**Metal layers overlaid**

(2 px per µm) Only two layers are drawn.
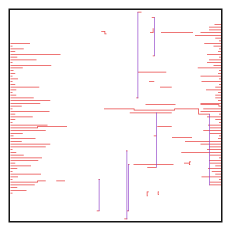
**Gate families picked out**

(4 px per µm)
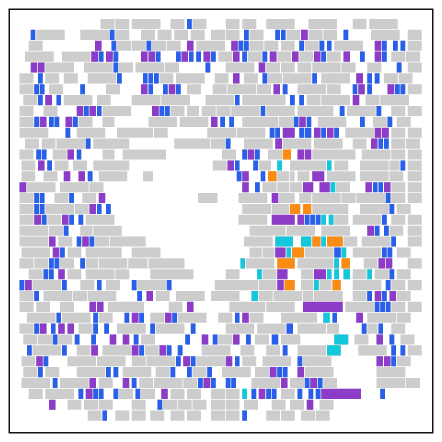
**Clock wiring as the flow saved it**

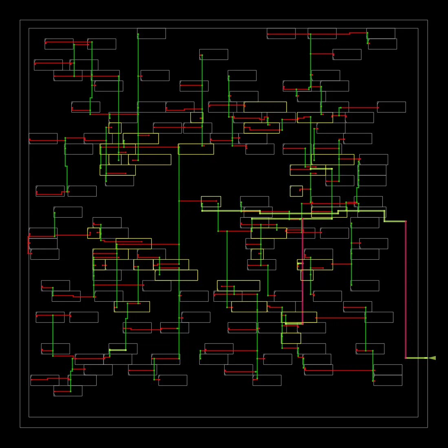
**M4 wires**

(4 px per µm)
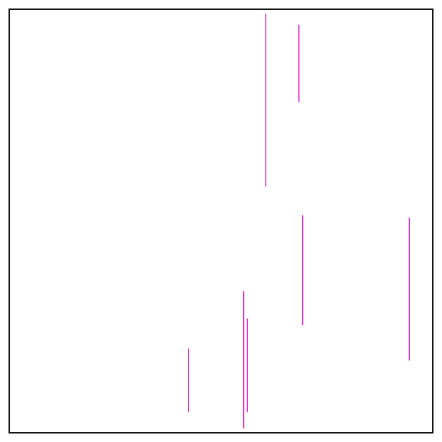
**Ports around the boundary**

(4 px per µm) Pins as bars across the die edge, other pins in gray.
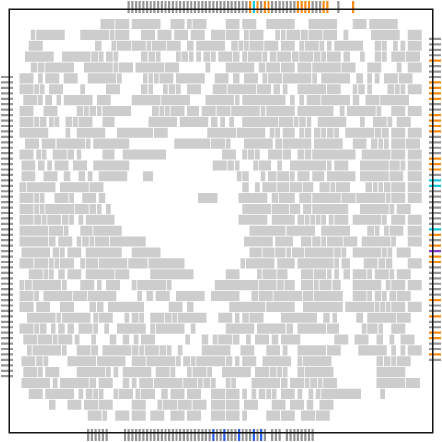
<file path="src/rtl/alu_ram_sequencer_pkg.sv">
// Shared definitions for the ALU/RAM sequencer: default widths, FSM
// state encoding and the ALU opcode values carried on alu_sel.
package alu_ram_sequencer_pkg;

    localparam int DATA_W_DEF = 32;
    localparam int ADDR_W_DEF = 4;

    typedef enum logic [2:0] {
        ST_IDLE  = 3'd0,
        ST_FETCH = 3'd1,
        ST_EXEC  = 3'd2,
        ST_WRITE = 3'd3,
        ST_DONE  = 3'd4
    } state_t;

    localparam logic [3:0] OP_ADD    = 4'd0;
    localparam logic [3:0] OP_SUB    = 4'd1;
    localparam logic [3:0] OP_AND    = 4'd2;
    localparam logic [3:0] OP_OR     = 4'd3;
    localparam logic [3:0] OP_XOR    = 4'd4;
    localparam logic [3:0] OP_PASS_A = 4'd5;

endpackage

</file>
<file path="src/rtl/alu_ram_sequencer_if.sv">
// Bundle of control, ROM, ALU and RAM signals around the sequencer.
// master = the sequencer itself, slave = the surrounding ROM/ALU/RAM/host.
interface alu_ram_sequencer_if #(
    parameter int DATA_W = alu_ram_sequencer_pkg::DATA_W_DEF,
    parameter int ADDR_W = alu_ram_sequencer_pkg::ADDR_W_DEF
);
    logic              start;
    logic              abort;
    logic [ADDR_W-1:0] first_addr;
    logic [ADDR_W-1:0] last_addr;
    logic [3:0]        alu_op;
    logic              en_ROM;
    logic [ADDR_W-1:0] addr_ROM;
    logic [DATA_W-1:0] d_op1;
    logic [DATA_W-1:0] d_op2;
    logic [DATA_W-1:0] alu_a;
    logic [DATA_W-1:0] alu_b;
    logic [3:0]        alu_sel;
    logic [DATA_W-1:0] alu_res;
    logic              we_RAM;
    logic [ADDR_W-1:0] addr_RAM;
    logic [DATA_W-1:0] din_RAM;
    logic              busy;
    logic              done;
    logic [ADDR_W:0]   count;

    modport master (
        input  start, abort, first_addr, last_addr, alu_op, d_op1, d_op2, alu_res,
        output en_ROM, addr_ROM, alu_a, alu_b, alu_sel, we_RAM, addr_RAM, din_RAM,
               busy, done, count
    );

    modport slave (
        output start, abort, first_addr, last_addr, alu_op, d_op1, d_op2, alu_res,
        input  en_ROM, addr_ROM, alu_a, alu_b, alu_sel, we_RAM, addr_RAM, din_RAM,
               busy, done, count
    );
endinterface

</file>
<file path="src/rtl/alu_ram_sequencer_addr.sv">
// Operand address counter: loads first/last on start, steps modulo 2^ADDR_W
// and flags when the current address is the terminal one.
module addr_counter #(
    parameter int ADDR_W = 4
) (
    input  logic              clk,
    input  logic              rst,
    input  logic              load,
    input  logic              inc,
    input  logic [ADDR_W-1:0] first_addr,
    input  logic [ADDR_W-1:0] last_addr,
    output logic [ADDR_W-1:0] addr,
    output logic              at_last
);
    logic [ADDR_W-1:0] addr_q, addr_d;
    logic [ADDR_W-1:0] last_q, last_d;

    always_comb begin
        addr_d = addr_q;
        last_d = last_q;
        if (load) begin
            addr_d = first_addr;
            last_d = last_addr;
        end else if (inc) begin
            addr_d = addr_q + 1'b1;
        end
    end

    always_ff @(posedge clk) begin
        if (rst) begin
            addr_q <= '0;
            last_q <= '0;
        end else begin
            addr_q <= addr_d;
            last_q <= last_d;
        end
    end

    assign addr    = addr_q;
    assign at_last = (addr_q == last_q);
endmodule

</file>
<file path="src/rtl/alu_ram_sequencer.sv">
// Walks an address range: fetch two ROM operands, run them through the
// external ALU, write the result to RAM; three cycles per element.
module alu_ram_sequencer
    import alu_ram_sequencer_pkg::*;
#(
    parameter int DATA_W = DATA_W_DEF,
    parameter int ADDR_W = ADDR_W_DEF
) (
    input  logic                 clk,
    input  logic                 rst,
    alu_ram_sequencer_if.master  bus
);
    state_t            state_q, state_d;
    logic [DATA_W-1:0] alu_a_q, alu_a_d;
    logic [DATA_W-1:0] alu_b_q, alu_b_d;
    logic [DATA_W-1:0] res_q, res_d;
    logic [3:0]        op_q, op_d;
    logic [ADDR_W:0]   count_q, count_d;

    logic              cnt_load, cnt_inc, at_last;
    logic [ADDR_W-1:0] addr;
    logic              en_rom, we_ram, done_pulse;

    addr_counter #(.ADDR_W(ADDR_W)) u_addr_counter (
        .clk        (clk),
        .rst        (rst),
        .load       (cnt_load),
        .inc        (cnt_inc),
        .first_addr (bus.first_addr),
        .last_addr  (bus.last_addr),
        .addr       (addr),
        .at_last    (at_last)
    );

    always_comb begin
        state_d    = state_q;
        alu_a_d    = alu_a_q;
        alu_b_d    = alu_b_q;
        res_d      = res_q;
        op_d       = op_q;
        count_d    = count_q;
        cnt_load   = 1'b0;
        cnt_inc    = 1'b0;
        en_rom     = 1'b0;
        we_ram     = 1'b0;
        done_pulse = 1'b0;

        case (state_q)
            ST_IDLE: begin
                if (bus.start && !bus.abort) begin
                    cnt_load = 1'b1;
                    op_d     = bus.alu_op;
                    count_d  = '0;
                    state_d  = ST_FETCH;
                end
            end
            ST_FETCH: begin
                en_rom  = 1'b1;
                alu_a_d = bus.d_op1;
                alu_b_d = bus.d_op2;
                state_d = ST_EXEC;
            end
            ST_EXEC: begin
                res_d   = bus.alu_res;
                state_d = ST_WRITE;
            end
            ST_WRITE: begin
                we_ram  = 1'b1;
                count_d = count_q + 1'b1;
                if (at_last) begin
                    state_d = ST_DONE;
                end else begin
                    cnt_inc = 1'b1;
                    state_d = ST_FETCH;
                end
            end
            ST_DONE: begin
                done_pulse = 1'b1;
                state_d    = ST_IDLE;
            end
            default: state_d = ST_IDLE;
        endcase

        // Abort drops the run: nothing further is written, counted or signalled.
        if (bus.abort && state_q != ST_IDLE) begin
            state_d    = ST_IDLE;
            count_d    = count_q;
            cnt_inc    = 1'b0;
            we_ram     = 1'b0;
            done_pulse = 1'b0;
        end

        if (rst) begin
            en_rom     = 1'b0;
            we_ram     = 1'b0;
            done_pulse = 1'b0;
        end
    end

    always_ff @(posedge clk) begin
        if (rst) begin
            state_q <= ST_IDLE;
            alu_a_q <= '0;
            alu_b_q <= '0;
            res_q   <= '0;
            op_q    <= '0;
            count_q <= '0;
        end else begin
            state_q <= state_d;
            alu_a_q <= alu_a_d;
            alu_b_q <= alu_b_d;
            res_q   <= res_d;
            op_q    <= op_d;
            count_q <= count_d;
        end
    end

    assign bus.en_ROM   = en_rom;
    assign bus.addr_ROM = addr;
    assign bus.alu_a    = alu_a_q;
    assign bus.alu_b    = alu_b_q;
    assign bus.alu_sel  = op_q;
    assign bus.we_RAM   = we_ram;
    assign bus.addr_RAM = addr;
    assign bus.din_RAM  = res_q;
    assign bus.busy     = (state_q != ST_IDLE) && !rst;
    assign bus.done     = done_pulse;
    assign bus.count    = count_q;
endmodule

</file>
<file path="src/flat_wrapper.sv">
// flat-port wrapper written by rule: the top's interface ports become plain ports
module alu_ram_sequencer_flat import alu_ram_sequencer_pkg::*;
#(
    parameter int DATA_W = DATA_W_DEF,
    parameter int ADDR_W = ADDR_W_DEF
)
  (clk, rst, bus_start, bus_abort, bus_first_addr, bus_last_addr, bus_alu_op, bus_d_op1, bus_d_op2, bus_alu_res, bus_en_ROM, bus_addr_ROM, bus_alu_a, bus_alu_b, bus_alu_sel, bus_we_RAM, bus_addr_RAM, bus_din_RAM, bus_busy, bus_done, bus_count);
  alu_ram_sequencer_if #(.DATA_W(DATA_W), .ADDR_W(ADDR_W)) bus_i ();
  input  logic clk;
  input  logic rst;
  input wire logic [$bits(bus_i.start)-1:0] bus_start;
  input wire logic [$bits(bus_i.abort)-1:0] bus_abort;
  input wire logic [$bits(bus_i.first_addr)-1:0] bus_first_addr;
  input wire logic [$bits(bus_i.last_addr)-1:0] bus_last_addr;
  input wire logic [$bits(bus_i.alu_op)-1:0] bus_alu_op;
  input wire logic [$bits(bus_i.d_op1)-1:0] bus_d_op1;
  input wire logic [$bits(bus_i.d_op2)-1:0] bus_d_op2;
  input wire logic [$bits(bus_i.alu_res)-1:0] bus_alu_res;
  output wire logic [$bits(bus_i.en_ROM)-1:0] bus_en_ROM;
  output wire logic [$bits(bus_i.addr_ROM)-1:0] bus_addr_ROM;
  output wire logic [$bits(bus_i.alu_a)-1:0] bus_alu_a;
  output wire logic [$bits(bus_i.alu_b)-1:0] bus_alu_b;
  output wire logic [$bits(bus_i.alu_sel)-1:0] bus_alu_sel;
  output wire logic [$bits(bus_i.we_RAM)-1:0] bus_we_RAM;
  output wire logic [$bits(bus_i.addr_RAM)-1:0] bus_addr_RAM;
  output wire logic [$bits(bus_i.din_RAM)-1:0] bus_din_RAM;
  output wire logic [$bits(bus_i.busy)-1:0] bus_busy;
  output wire logic [$bits(bus_i.done)-1:0] bus_done;
  output wire logic [$bits(bus_i.count)-1:0] bus_count;
  assign bus_i.start = bus_start;
  assign bus_i.abort = bus_abort;
  assign bus_i.first_addr = bus_first_addr;
  assign bus_i.last_addr = bus_last_addr;
  assign bus_i.alu_op = bus_alu_op;
  assign bus_i.d_op1 = bus_d_op1;
  assign bus_i.d_op2 = bus_d_op2;
  assign bus_i.alu_res = bus_alu_res;
  assign bus_en_ROM = bus_i.en_ROM;
  assign bus_addr_ROM = bus_i.addr_ROM;
  assign bus_alu_a = bus_i.alu_a;
  assign bus_alu_b = bus_i.alu_b;
  assign bus_alu_sel = bus_i.alu_sel;
  assign bus_we_RAM = bus_i.we_RAM;
  assign bus_addr_RAM = bus_i.addr_RAM;
  assign bus_din_RAM = bus_i.din_RAM;
  assign bus_busy = bus_i.busy;
  assign bus_done = bus_i.done;
  assign bus_count = bus_i.count;
  alu_ram_sequencer #(.DATA_W(DATA_W), .ADDR_W(ADDR_W)) u_core (.clk(clk), .rst(rst), .bus(bus_i));
endmodule
</file>
<file path="config.mk">
export PLATFORM = sky130hd
export DESIGN_NAME = alu_ram_sequencer_flat
export DESIGN_NICKNAME = d
export VERILOG_FILES = /design/src/rtl/alu_ram_sequencer_pkg.sv /design/src/rtl/alu_ram_sequencer_if.sv /design/src/rtl/alu_ram_sequencer_addr.sv /design/src/rtl/alu_ram_sequencer.sv /design/src/flat_wrapper.sv
export SDC_FILE = /design/constraint.sdc
export NUM_CORES = 1
export LEC_CHECK = 0
export ABC_CLOCK_PERIOD_IN_PS = 4300
export CAP_MARGIN = 10
export CORE_MARGIN = 2
export CORE_UTILIZATION = 42
export CTS_CLUSTER_DIAMETER = 60
export DETAILED_ROUTE_END_ITERATION = 12
export PLACE_DENSITY = 0.86
export SYNTH_ARGS = -nofsm -noshare
export SYNTH_HDL_FRONTEND = slang
export SYNTH_SLANG_ARGS = --single-unit
</file>
<file path="constraint.sdc">
create_clock -name clk -period 4.3 [get_ports clk]
set_input_delay 0.86 -clock clk [delete_from_list [all_inputs] [get_ports clk]]
set_output_delay 0.86 -clock clk [all_outputs]
set_load 0.01 [all_outputs]
</file>
==> notes.md <==
This note records the results obtained with Yosys and OpenROAD.

Outcome
The flow ran to the end, and the final reports show no timing, DRC or antenna violations.

Synth
The number of flip-flops and latches in the synthesized netlist is 116. In the synthesized netlist, the cells that appear most often are sky130_fd_sc_hd__nand2_1, sky130_fd_sc_hd__dfxtp_1, sky130_fd_sc_hd__a21oi_1. The average size of a mapped cell is about 8.0 µm². Per Yosys stat, the portion of area used by sequential elements is 53.67%. The count of cell types in the netlist is 35. For this design, Yosys synthesis ends with a cell count of 540. The area share of and-or/or-and cells after synthesis is 15.70%. The top-area cell type share of the netlist area is 53.67%. The area fraction in mux cells is 0.2313%.

The synthesized netlist devotes 23.28% of its cell area to simple gates. Among all cell types in the netlist, the one instantiated most often is sky130_fd_sc_hd__nand2_1. The number of instances in the synthesized netlist is 540.

Floorplan
The number of placement rows is 37. From bottom edge to top edge, the die measures roughly 110 µm. Per the OpenROAD floorplan log, the width of the die is roughly 110 µm. The number of top-level design ports is roughly 230. In this run the standard cell core region covers 0.01014 mm². The floorplan die area is about 0.011 mm².

Global route
The largest net degree at the start of global routing is just over 80. The total global routing track utilization is 23.68%. The number of global-route vias before repair is roughly 4400. Recorded from the global router log, the overflow total was 0. The initial antenna violation count is 0.

STA
The total of endpoints with negative setup slack in the final report is 0. The clock arrives with ~0.0082 ns of skew. Based on the critical path, the design can be clocked at up to 0.2851 GHz. The most critical hold endpoint after final layout shows a slack of 0.4516 ns. The final clock period utilization by the worst path is between 80% and 90%.

Routing
The total DRC errors in the routed layout is 0. The final wirelength is 13.34 mm. The count of nets left with antenna violations once routing finished came out at 0. The routed design shows a wire length per standard cell of 14.89 µm. In the detailed route, the total length drawn on met3 is 957 µm. The detailed-routed wire length on met2 is between 7 and 8 mm.

The count of vias placed by the detailed router is 4437.

Placed design
OpenSTA, run right after detailed placement, puts the worst setup slack at 0.8553 ns. The HPWL reported at the end of detailed placement is 9.315 mm. Summing all placed instances gives a cell area of 0.006604 mm².

Worst setup path
Data arrives at the worst endpoint at 2.65 ns. The required arrival time at the worst endpoint is 3.44 ns. The largest fanout on the critical path is 6. The most numerous cell on the critical path is sky130_fd_sc_hd__clkdlybuf4s50_1. The reg-to-reg startpoint is u_core.state_q[0]. Looking at the critical path, the single cell with the biggest stage delay is sky130_fd_sc_hd__clkdlybuf4s50_1. The length in cells of the worst reg-to-reg path is 4.

The type of origin of the critical path is an input port. Listed in order, past its start point the critical path passes clkdlybuf4s50_1 -> or3_1 -> nor2_1 -> clkdlybuf4s50_1.

Finish
The area added between synthesis and finish is 67.93%. In the layout the commonest cells are sky130_fd_sc_hd__clkdlybuf4s50_1, sky130_fd_sc_hd__nand2_1, sky130_fd_sc_hd__dfxtp_1. The final design area excluding fillers is a little over 0.007 mm². The most numerous logic cell after layout is sky130_fd_sc_hd__clkdlybuf4s50_1.

Clock tree
The hold buffer count at CTS is 0. Looking at the clock tree report, the root buffer type is sky130_fd_sc_hd__clkbuf_8. The TritonCTS clock tree is yes.

Power
The maximum VDD drop is 0.0002719 V. The post-layout total power is 0.002989 W.

Worst hold path
The endpoint of the worst hold-timing path is u_core.bus.alu_a[3]. The number of cells on the worst hold path is listed as 2.
## Picture notes: 'metal layers overlaid'
layer	color	wire length
M4	purple	197 µm
M3	red	958 µm

## Picture notes: 'gate families picked out'
family	color	cells	most used
nor cells	cyan	23	nor2_1
aoi and oai cells	purple	118	a21oi_1
nand cells	blue	215	nand2_1
and/or cells	orange	11	or3_1

## Picture notes: 'clock wiring as the flow saved it'
number of sequential storage elements: 116
total clock sinks: 116
number of CTS-inserted buffers: 17
worst-skew pair later-pin latency: 0.50 ns

## Picture notes: 'M4 wires'
main direction	vertical
share of all routed wire	1.5%
wire length on this layer	197 µm

## Picture notes: 'ports around the boundary'
port	color	pins	direction	edge
bus_count	blue	5	output	bottom
bus_done	purple	1	output	right
bus_addr_ROM	cyan	4	output	3 right, 1 top
bus_din_RAM	orange	32	output	21 right, 11 top
all pins by edge	60 right, 57 top, 56 left, 56 bottom

==> area by class of cell <==
class / instances / area [µm²]
tap: 136 / 170.2
sequential: 116 / 2322
clock buffer: 19 / 441.7
clock inverter: 13 / 220.2
multi-input combinational: 380 / 1805
timing repair buffer: 231 / 2302
inverter: 1 / 3.754
fill: 725 / 2873
==> report_power, final <==
part	total [W]	switching [W]	internal [W]
clock	0.00155	0.000511	0.00104
sequential	0.00113	0.0000242	0.00111
combinational	0.000303	0.000127	0.000176
total	0.00299	0.000662	0.00233
==> metal layers <==
metal / vias up / track usage [%]
li1: 2178 / -
met1: 2082 / 24.85
met2: 162 / 44.15
met3: 15 / 7.607
met4: 0 / 8.177
met5: - / 0
==> worst min-delay path: cells and delay by family, from the launching register on <==
family,cells,cell delay (ns)
simple gates,1,0.05
compound gates,1,0.05
flops,1,0.30
Power figures rest on the tool's default switching activity, not on a simulated workload.
